==> config.mk <==
export PLATFORM = sky130hd
export DESIGN_NAME = convolution_coprocessor_demux_flat
export DESIGN_NICKNAME = d
export VERILOG_FILES = /design/src/rtl/convolution_coprocessor_demux_if.sv /design/src/rtl/convolution_coprocessor_demux.sv /design/src/flat_wrapper.sv
export SDC_FILE = /design/constraint.sdc
export NUM_CORES = 1
export LEC_CHECK = 0
export CORE_UTILIZATION = 49
export CTS_CLUSTER_SIZE = 40
export DETAILED_ROUTE_END_ITERATION = 7
export PLACE_DENSITY_LB_ADDON = 0.2
export SYNTH_ARGS = -nofsm -noshare
export SYNTH_HDL_FRONTEND = slang
export SYNTH_SLANG_ARGS = --single-unit
==> constraint.sdc <==
create_clock -name clk -period 2.9 [get_ports clk]
set_input_delay 0.29 -clock clk [delete_from_list [all_inputs] [get_ports clk]]
set_output_delay 0.29 -clock clk [all_outputs]
set_load 0.005 [all_outputs]
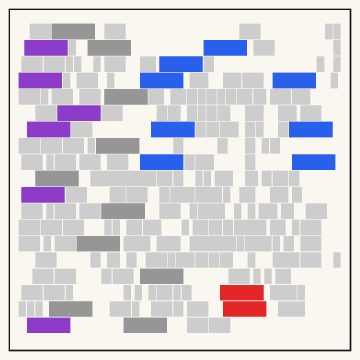
ff_map.png
(6 px per um) Other sequential cells in the stronger grey, the rest of the logic in the fainter grey.
| netlist name | colour | flops |
|---|---|---|
| u_core.bus.out_a_data | purple | 6 |
| u_core.state | red | 2 |
| u_core.beats | blue | 8 |
not coloured: 10
register area: 520 um^2
final cell utilization of the core: 66.5%

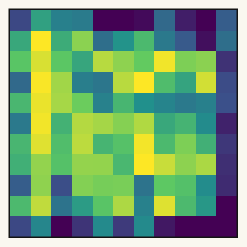
util_map.png
(4 px per um) 11 x 11 tiles, from dark purple (low) to yellow (high), 0 to 100% covered.
nearly empty tiles: 6.6%
fullest tile: 100%
tiles over 75% full: 33%
initial core utilization: 52.6%
core area: 0.00278 mm^2

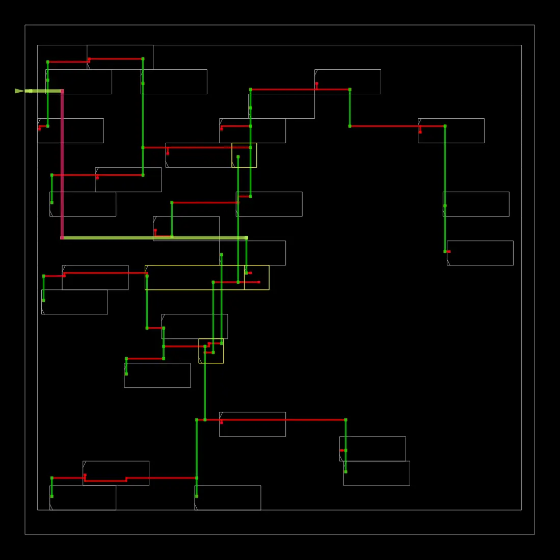
clock_nets.png
clk_skew: 0.00968 ns
flop count: 26
clock latency on the worst-skew pair: 0.32 ns
Clk. pwr: 0.250 mW

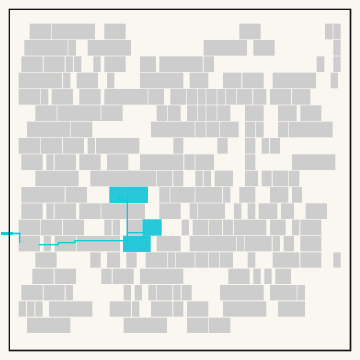
port_trees.png
(6 px per um)
| port | colour | bits | direction | end cells | buffers | wire |
|---|---|---|---|---|---|---|
| bus_in_sel | cyan | 1 | input | 4 | 1 | 31.5 um |
Port Buffer Count: 37
# IOs: 48

==> job_summary.md <==
### Metrics collected by this job

| Metric | Value |
|---|---|
| Run status | `finished, final reports clean` |
| AO/OA Area Share | `18.6%` |
| Via count | `1347` |
| First-pass GRT wire length | `5560 um` |
| Synth top area cells | `dfxtp_1, mux2i_1, nor2_1, buf_4, ha_1` |
| Tool warnings | `30` |
| Worst-case clock buffer depth | `2` |
| Adder Area Share | `5.13%` |
| # clock sinks | `26` |
| Synth Area in Simple Gates | `19.3%` |
| Post-route ant nets | `0` |
| Cell area after synthesis | `0.00146 mm^2` |
| Most frequent logic cells in the routed design | `clkdlybuf4s50_1, dfxtp_1, nor2_1` |
| Sw Pwr | `0.565 mW` |
| Post-route cell area | `0.00185 mm^2` |
| PnR worst setup slack | `0.274 ns` |
| Post-synth regs | `26` |
| Flop pwr share | `34.5%` |
| Area growth syn-to-layout | `26.5%` |
| Placer Congestion | `0.832` |
| Setup TNS | `0 ns` |
| Max Slew Vio Count | `0` |
| Final WL | `3380 um` |
| Critical path endpoint category | `primary output` |
| Critical Path Fanout Max | `14` |
| XOR/XNOR Area Share | `0%` |
| Die Y | `56.6 um` |
| Register clock-pin slew on the reported worst setup and hold paths | `0.15 ns` |
| WL per Instance | `14.4 um` |
| Arrival time of the worst setup path | `2.34 ns` |
| Chip Area | `0.00321 mm^2` |
| Router iterations before antenna repair | `4` |
| HP Class | `flip-flop to flip-flop` |
| Area share, top type | `35.6%` |
| Most frequent CP cell | `inv_1` |
| CTS tree | `done` |
| Yosys warning tally | `0` |
| Width of the die | `56.6 um` |
==> layout make-up <==
cell class | count | area, um^2 | area share (%)
Clock buffer | 3 | 22.5 | 1.22
Timing Repair Buffer | 38 | 378 | 20.4
Tap cell | 31 | 38.8 | 2.10
Clock inverter | 1 | 30.0 | 1.62
Multi-Input combinational cell | 125 | 823 | 44.5
Inverter | 10 | 37.5 | 2.03
Sequential cell | 26 | 520 | 28.1
==> power groups by stage <==
stage	Sequential [mW]	Clock [mW]	Combinational, mW
after floorplan	0.486	0	0.523
after global placement	0.495	0	0.653
after detailed placement	0.499	0	0.671
after global routing	0.503	0.274	0.755
after CTS	0.491	0.257	0.676
final	0.493	0.250	0.685
==> Yosys cell counts, types with 4 or more instances <==
master    count
mux2i_1      14
nor3_1        4
o21ai_0       7
clkbuf_1      5
inv_1        10
a21oi_1      13
ha_1          6
nand3_1       5
buf_4        10
nor3b_1       4
nand2_1       7
nor2_1       22
dfxtp_1      26
==> metal layers <==
metal | routed length (um) | global-route usage [%] | share of wire (%)
met5 | 0 | 0 | 0
met2 | 1650 | 36.1 | 49
met1 | 1500 | 27.9 | 45
met4 | 25 | 8.71 | 0.74
met3 | 193 | 3.92 | 5.7
==> worst max-delay path, delay by kind of cell, from the launching register on <==
family                   cells  cell delay, ns
buffers and inverters        3            0.96
AND/OR/NAND/NOR              1            0.25
flip-flops                   1            0.34
adder cells (fa/ha/maj)      1            0.47
==> logic make-up after synthesis <==
family | Yosys count
buffers and inverters | 28
adder cells (fa/ha/maj) | 6
other | 1
AND-OR/OR-AND | 39
flip-flops | 26
AND/OR/NAND/NOR | 55
multiplexers | 15
Power figures rest on the tool's default switching activity, not on a simulated workload.
